Run 1, cell outlines without signal wires:
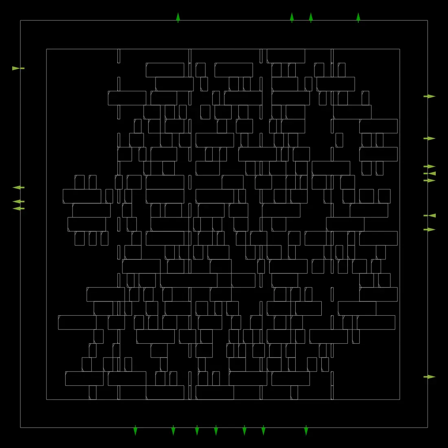
Run 1, routed metal per tile:
16 x 16 tiles, from white (low) to dark blue (high), scaled to the fullest tile. Values are wire area over tile area, all layers added.
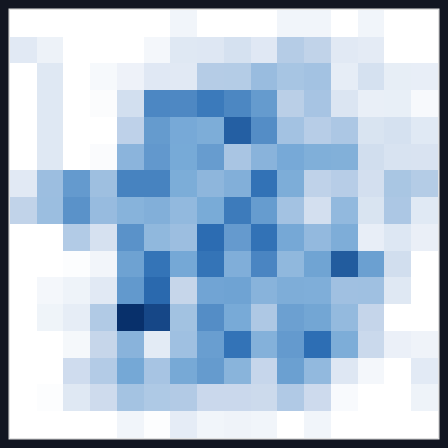
Run 1, nets reached from selected ports:
The bar under the picture is 20 um long.
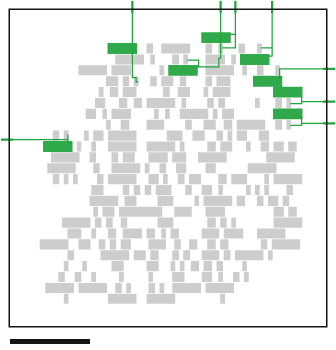
Run 1, M2 wires:
The bar under the picture is 20 um long.
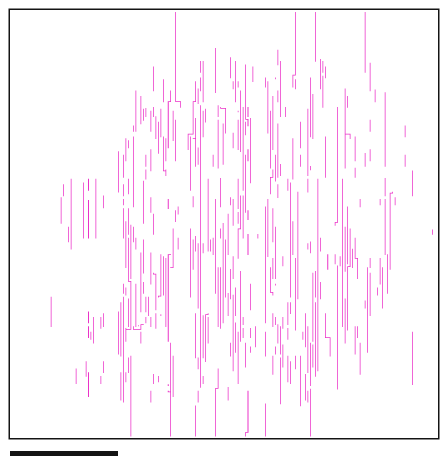
`src/rtl/clk_div_meter_pkg.sv`:
```
// clk_div_meter_pkg: shared state encoding and saturating-count helper for clk_div_meter
package clk_div_meter_pkg;
    typedef enum logic [1:0] {IDLE, MEAS, LOCK} state_t;
    function automatic int unsigned sat_inc(int unsigned v, int unsigned lim);
        return (v >= lim) ? lim : v + 1;
    endfunction
endpackage

```
`src/rtl/clk_div_edge_det.sv`:
```
// clk_div_edge_det: registers the divided clock and flags its rising and falling edges
module clk_div_edge_det (
    input  logic clk,
    input  logic reset,
    input  logic d,
    output logic rise,
    output logic fall
);
    logic div_q;
    always_ff @(posedge clk) begin
        if (!reset) div_q <= 1'b0;
        else        div_q <= d;
    end
    assign rise = d & ~div_q;
    assign fall = ~d & div_q;
endmodule

```
`src/rtl/clk_div_meter.sv`:
```
// clk_div_meter: measures period/high time of a synchronous divided clock, tracks lock and timeout
module clk_div_meter
    import clk_div_meter_pkg::*;
#(
    parameter int unsigned CNT_W      = 8,
    parameter int unsigned MAX_PERIOD = 255,
    parameter int unsigned LOCK_CNT   = 3,
    parameter int unsigned EXP_PERIOD = 12
) (
    input  logic             clk,
    input  logic             reset,
    input  logic             div_in,
    output logic [CNT_W-1:0] period,
    output logic [CNT_W-1:0] high_time,
    output logic             period_vld,
    output logic             locked,
    output logic             mismatch,
    output logic             timeout
);
    localparam int unsigned M_W = $clog2(LOCK_CNT + 1);
    localparam logic [CNT_W-1:0] MAXV  = CNT_W'(MAX_PERIOD);
    localparam logic [CNT_W-1:0] EXPV  = CNT_W'(EXP_PERIOD);
    localparam logic [M_W-1:0]   LOCKM = M_W'(LOCK_CNT);

    logic rise, fall, active, inc;
    state_t state_q, state_d;
    logic [CNT_W-1:0] cnt_q, cnt_d, hcnt_q, hcnt_d, period_q, period_d, high_q, high_d;
    logic [M_W-1:0] match_q, match_d;
    logic vld_q, vld_d, mis_q, mis_d, timeout_q, timeout_d, first_q, first_d;

    clk_div_edge_det u_edge (
        .clk   (clk),
        .reset (reset),
        .d     (div_in),
        .rise  (rise),
        .fall  (fall)
    );

    assign active = (state_q != IDLE);
    assign inc    = div_in & ~fall;

    always_comb begin
        state_d   = state_q;
        cnt_d     = cnt_q;
        hcnt_d    = hcnt_q;
        period_d  = period_q;
        high_d    = high_q;
        match_d   = match_q;
        first_d   = first_q;
        timeout_d = timeout_q;
        vld_d     = 1'b0;
        mis_d     = 1'b0;
        if (rise) begin
            cnt_d     = CNT_W'(1);
            hcnt_d    = CNT_W'(1);
            timeout_d = 1'b0;
            if (!active) begin
                state_d = MEAS;
                first_d = 1'b1;
                match_d = '0;
            end else begin
                period_d = cnt_q;
                high_d   = hcnt_q;
                vld_d    = 1'b1;
                mis_d    = (EXP_PERIOD != 0) && (cnt_q != EXPV);
                // the first capture after arming has no previous period to compare against
                match_d  = (!first_q && cnt_q == period_q) ? M_W'(sat_inc(32'(match_q), LOCK_CNT)) : '0;
                first_d  = 1'b0;
                state_d  = (match_d == LOCKM) ? LOCK : MEAS;
            end
        end else if (active) begin
            cnt_d  = CNT_W'(sat_inc(32'(cnt_q), MAX_PERIOD));
            hcnt_d = inc ? CNT_W'(sat_inc(32'(hcnt_q), MAX_PERIOD)) : hcnt_q;
            if (cnt_q == MAXV) begin
                timeout_d = 1'b1;
                state_d   = IDLE;
            end
        end
    end

    always_ff @(posedge clk) begin
        if (!reset) begin
            state_q   <= IDLE;
            cnt_q     <= '0;
            hcnt_q    <= '0;
            period_q  <= '0;
            high_q    <= '0;
            match_q   <= '0;
            first_q   <= 1'b0;
            timeout_q <= 1'b0;
            vld_q     <= 1'b0;
            mis_q     <= 1'b0;
        end else begin
            state_q   <= state_d;
            cnt_q     <= cnt_d;
            hcnt_q    <= hcnt_d;
            period_q  <= period_d;
            high_q    <= high_d;
            match_q   <= match_d;
            first_q   <= first_d;
            timeout_q <= timeout_d;
            vld_q     <= vld_d;
            mis_q     <= mis_d;
        end
    end

    assign period     = period_q;
    assign high_time  = high_q;
    assign period_vld = vld_q;
    assign mismatch   = mis_q;
    assign timeout    = timeout_q;
    assign locked     = (state_q == LOCK);
endmodule

```
`config.mk`:
```
export PLATFORM = sky130hd
export DESIGN_NAME = clk_div_meter
export DESIGN_NICKNAME = d
export VERILOG_FILES = /design/src/rtl/clk_div_meter_pkg.sv /design/src/rtl/clk_div_edge_det.sv /design/src/rtl/clk_div_meter.sv
export SDC_FILE = /design/constraint.sdc
export NUM_CORES = 1
export LEC_CHECK = 0
export CAP_MARGIN = 30
export CELL_PAD_IN_SITES_DETAIL_PLACEMENT = 1
export CELL_PAD_IN_SITES_GLOBAL_PLACEMENT = 1
export CORE_MARGIN = 5
export CORE_UTILIZATION = 40
export DETAILED_ROUTE_END_ITERATION = 7
export DONT_BUFFER_PORTS = 1
export GPL_ROUTABILITY_DRIVEN = 0
export PLACE_DENSITY = 0.7
export SLEW_MARGIN = 20
export SYNTH_ARGS = -nofsm -noshare
export SYNTH_HDL_FRONTEND = slang
export SYNTH_SLANG_ARGS = --single-unit
```
`constraint.sdc`:
```
create_clock -name clk -period 2 [get_ports clk]
set_input_delay 0.2 -clock clk [delete_from_list [all_inputs] [get_ports clk]]
set_output_delay 0.2 -clock clk [all_outputs]
set_load 0.01 [all_outputs]
```
==> summary.rpt, run 1 <==
PHYSICAL IMPLEMENTATION REPORT
----------------------------------------------------
[Hold path]
  Worst hold path depth ........................ 1

[Yosys]
  Complex-gate fraction of the synthesized area ........................ roughly 15%
  Synthesized cell area ........................ approximately 1900 um^2
  Area share of the largest cell type after synthesis ........................ a little over two fifths
  Ys Warns ........................ 0
  Async set or reset register ratio after synthesis ........................ 0%
  Portion of the post-synthesis area used by sequential elements ........................ 43.1%
  Cells after synthesis ........................ about 220
  Largest combinational cell category by area ........................ simple AND/OR/NAND/NOR gates
  Post-synth EDFFs ........................ 0

[Route]
  Via/cell ratio ........................ approximately 5.5
  Highest metal used ........................ met4
  Drt first-iter violations ........................ 66
  Antenna violation net count after detailed routing ........................ 0

[Outcome]
  Run status ........................ complete, no violations

[Setup path]
  Maximum fanout count along the critical path ........................ 7
  WS Path Type ........................ reg -> reg
  Crit Reg-Reg Endpoint ........................ state_q[0]

[CTS]
  TritonCTS Buffers ........................ 5
  Cts-stage hold buffer count ........................ 0

[Pwr]
  Power share of the clock group ........................ a little over two fifths

[Place]
  Estimated wirelength of the detail-placed design ........................ 3150 um
  Post-detailed-placement cell area ........................ 1910 um^2

[GRT]
  Peak-usage layer in the global routing report ........................ met2
  Fraction of met1 tracks used by global routing ........................ 22.5%

----------------------------------------------------
-- 'cell outlines without signal wires' (at the start) --
sequential fraction of total cell area: 40.5%
Tap Count: 54
number of rows in the core area: 25

-- 'routed metal per tile' (at the start) --
mean over tiles: 0.11
densest ninth of the die: center
emptiest ninth of the die: north-west
Routed WL: 4450 um
overall fraction of global-route tracks in use: 16.0%
Vias: 1524
Wirelength per Cell: 16.2 um

-- 'nets reached from selected ports' (at the start) --
legend:
  high_time:
    color: green
    bits: 8
    direction: output
    edge: 4 north, 3 east, 1 west
    end_cells: 8
    buffers: 0
    wire: 124 um
I/O pin count: 23
Buffers on Ports: 0

-- 'M2 wires' (at the start) --
longest straight run: 52.0 um
share of all routed wire: 42%
met2 track demand over resource: 23.1%

run 1: state kept, by name, summed over array words and instances (netlist names):
| register | count |
|---|---|
| cnt_q | 8 |
| first_q | 1 |
| hcnt_q | 8 |
| high_time | 8 |
| match_q | 2 |
| mismatch | 1 |
| period | 8 |
| period_vld | 1 |
| state_q | 2 |
| timeout | 1 |
| u_edge.div_q | 1 |
run 1: power by group through the flow:
stage | Clock (mW) | Combinational (mW) | Sequential, mW
6_report | 0.706 | 0.0901 | 0.848
5_1_grt | 0.755 | 0.104 | 0.851
4_1_cts | 0.725 | 0.0921 | 0.848
3_5_place_dp | 0 | 0.0908 | 0.867
3_3_place_gp | 0 | 0.0911 | 0.866
2_1_floorplan | 0 | 0.0780 | 0.862
Run 1, routed metal, one color a layer:
Only two layers are drawn.
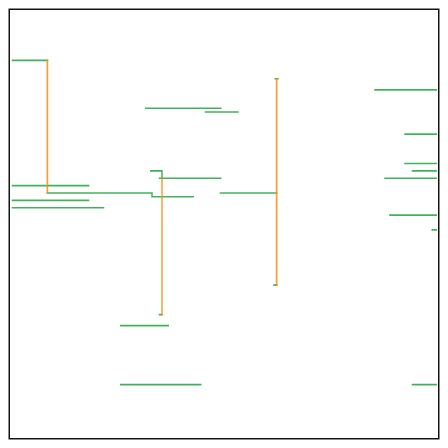

==> run 2, diff against run 1 <==
Clock period 2 ns to 1.5 ns, I/O delays scaled along.
Run 2, routed metal, one color a layer:
Only two layers are drawn.
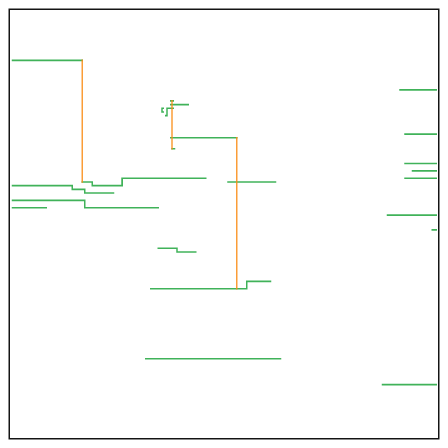
legend:
  metal 3:
    color: green
    wire_length: 224 um
  metal 4:
    color: orange
    wire_length: 59.2 um
Routed WL: 4730 um
Vias: 1611
overall fraction of global-route tracks in use: 16.7%

Run 2, nets reached from selected ports:
The bar under the picture is 20 um long.
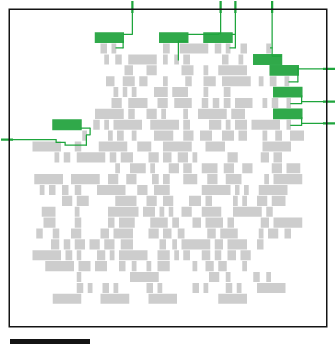
legend:
  high_time:
    color: green
    bits: 8
    direction: output
    edge: 4 north, 3 east, 1 west
    end_cells: 8
    buffers: 0
    wire: 119 um

Run 2, cell outlines without signal wires:
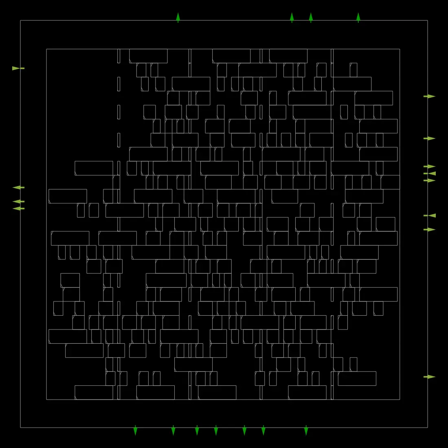
final non-filler cell total: 293
sequential fraction of total cell area: 38.2%
core footprint: 4660 um^2
Finished Core Util: 46.1%
flip-flops: 41

==> summary.rpt, run 2 <==
PHYSICAL IMPLEMENTATION REPORT
----------------------------------------------------
[Pwr]
  Power attributed to combinational cells ........................ 157 uW (+74%)
  Power share of the clock group ........................ 35.8% (-7.1 points)
  Power Clock ........................ 716 uW (+1%)
  Power consumed by sequential cells ........................ 1.13 mW (+33%)
  Leading power group ........................ sequential cells

[Setup path]
  WS Path Type ........................ reg -> reg
  Crit Reg-Reg Endpoint ........................ state_q[0]
  Max stage delay on crit path ........................ ~0.44 ns
  Maximum fanout count along the critical path ........................ 5 (-2)

[Yosys]
  Cells after synthesis ........................ 223 (unchanged)
  Area share of the largest cell type after synthesis ........................ 43.1% (unchanged)
  Synthesized cell area ........................ 1900 um^2 (unchanged)
  Portion of the post-synthesis area used by sequential elements ........................ 43.1% (unchanged)
  Async set or reset register ratio after synthesis ........................ 0% (unchanged)
  Ys Warns ........................ 0 (unchanged)

[Place]
  Estimated wirelength of the detail-placed design ........................ 3410 um (+8.2%)
  Post-detailed-placement cell area ........................ 2020 um^2 (+5.9%)
  Buffers on Ports ........................ 0 (unchanged)

[Outcome]
  Run status ........................ complete, no violations

[GRT]
  Peak-usage layer in the global routing report ........................ met2
  Fraction of met1 tracks used by global routing ........................ 23.4% (+0.82 points)
  Met2 track demand over resource ........................ 24.7% (+1.7 points)

[Final layout]
  Final antenna diode count ........................ 0
  Count of fill cells added during filler insertion ........................ approximately 570

[Floorplan]
  Number of rows in the core area ........................ 25 (unchanged)

[STA]
  Max-slew violation count ........................ 0
  Setup_tns ........................ 0 ns

[Route]
  Via/cell ratio ........................ 5.50 (-0.79%)
  Drt first-iter violations ........................ 90 (+36%)
  Wirelength per Cell ........................ 16.1 um (-0.30%)
  Highest metal used ........................ met4
  Antenna violation net count after detailed routing ........................ 0 (unchanged)

----------------------------------------------------
==> run 2: logic make-up (layout without fill, tap and decap cells) <==
logic type | Yosys count | after routing | synth area share (%)
multiplexers | 1 | 1 | 0.526
adder cells (fa/ha/maj) | 3 | 3 | 1.97
XOR/XNOR | 12 | 12 | 5.52
buffers and inverters | 18 | 34 | 5.39
AND/OR/NAND/NOR | 101 | 101 | 28.5
AND-OR/OR-AND | 47 | 47 | 15.0
flip-flops | 41 | 41 | 43.1
==> run 2: area by class of cell <==
type                       instances  area share [%]
clock buffer                       5            3.20
sequential                        41            38.2
timing repair buffer              20            7.33
tap                               54            3.14
multi-input combinational        164            46.2
clock inverter                     3           0.815
inverter                           6            1.05
Run 2, M2 wires:
The bar under the picture is 20 um long.
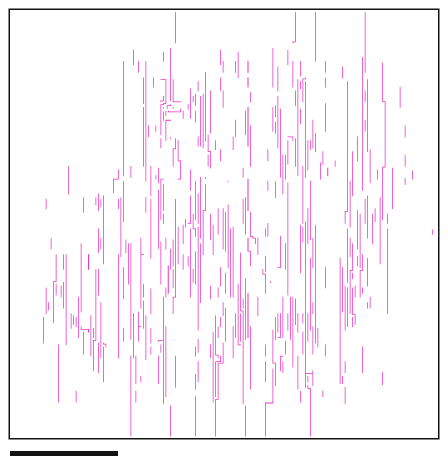

==> run 3, diff against run 2 <==
Settings changed: PLACE_DENSITY 0.7 to default, PLACE_DENSITY_LB_ADDON from default to 0.25, REMOVE_ABC_BUFFERS from default to 1.
Run 3, M2 wires:
The bar under the picture is 20 um long.
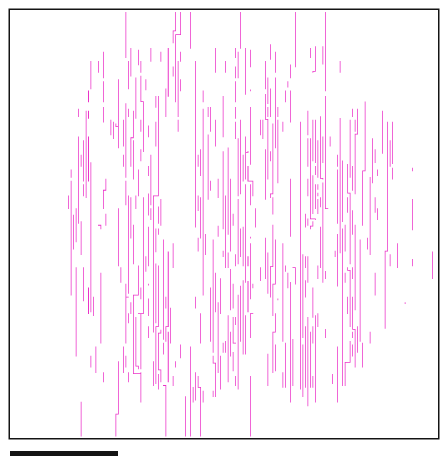
wire length on this layer: 2350 um
nets with wire on the layer: 220
share of all routed wire: 48%

Run 3, routed metal per tile:
16 x 16 tiles, from white (low) to dark blue (high), scaled to the fullest tile. Values are wire area over tile area, all layers added.
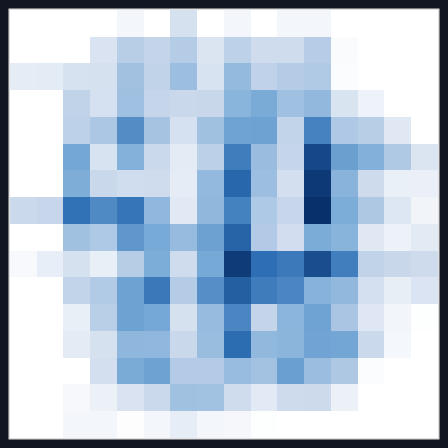
densest ninth of the die: center
fullest tile: 0.48
tiles over half the peak: 16%
mean over tiles: 0.12

==> summary.rpt, run 3 <==
PHYSICAL IMPLEMENTATION REPORT
----------------------------------------------------
[Outcome]
  Run status ........................ complete, no violations

[Place]
  Post-detailed-placement cell area ........................ 2060 um^2 (+2.1%)

[Yosys]
  Portion of the post-synthesis area used by sequential elements ........................ 43.1% (unchanged)
  Complex-gate fraction of the synthesized area ........................ 15.0% (unchanged)
  Cells after synthesis ........................ 223 (unchanged)
  Multiplexer share of the synthesized area ........................ 0.526% (unchanged)
  Synthesized cell area ........................ 1900 um^2 (unchanged)
  Area fraction in xor and xnor cells ........................ 5.52% (unchanged)

[Route]
  Via/cell ratio ........................ 5.55 (+0.89%)
  Antenna violation net count after detailed routing ........................ 0 (unchanged)
  Wirelength per Cell ........................ 16.4 um (+1.8%)
  Routed WL ........................ 4860 um (+2.8%)
  Highest metal used ........................ met4
  Drt first-iter violations ........................ 82 (-8.9%)

[Final layout]
  Flip-flops ........................ 41 (unchanged)
  Layout clock buffer count ........................ 6 (+1)
  Non-clk bufs ........................ 23 (+15%)

[GRT]
  Met2 track demand over resource ........................ 29.2% (+4.5 points)
  Peak-usage layer in the global routing report ........................ met2

[Pwr]
  Leading power group ........................ sequential cells
  Power share of the clock group ........................ 41.9% (+6.1 points)

[Floorplan]
  Tap Count ........................ 54 (unchanged)

[STA]
  Max-slew violation count ........................ 0 (unchanged)

----------------------------------------------------
Run 3, cell outlines without signal wires:
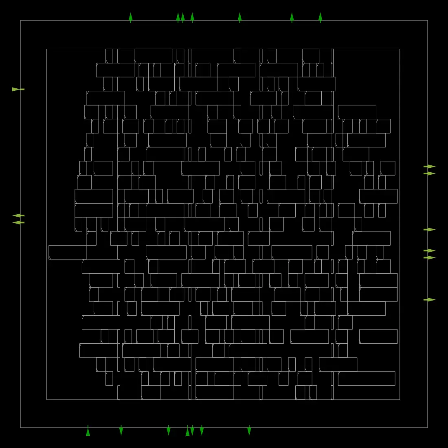
sequential fraction of total cell area: 37.3%
count of fill cells added during filler insertion: 568
final non-filler cell total: 296
Finished Core Util: 47.5%

==> run 3: through the flow <==
stage          util (%)  hold slack (ns)  power [mW]  worst slack, ns  instances
3_3_place_gp       44.2            0.274        1.30           0.0709        286
4_1_cts            47.3          0.00185        2.25           0.0610        296
2_1_floorplan         -            0.271        1.24           0.0746        211
5_1_grt            47.5          0.00218        2.32          0.00552        296
3_5_place_dp       44.2            0.278        1.31           0.0238        286
6_report           47.5          0.00773        2.22           0.0768        296
==> run 3: worst paths after layout <==
path | to | slack, ns | cells past startpoint
setup / recovery | state_q[0] | 0.08 | 4
hold / removal | match_q[0] | 0.008 | 2
setup reg to reg | state_q[0] | 0.08 | 4
hold reg to reg | high_time[1] | 0.50 | 2
No activity file was given, so power comes from the tool's default toggle rates.
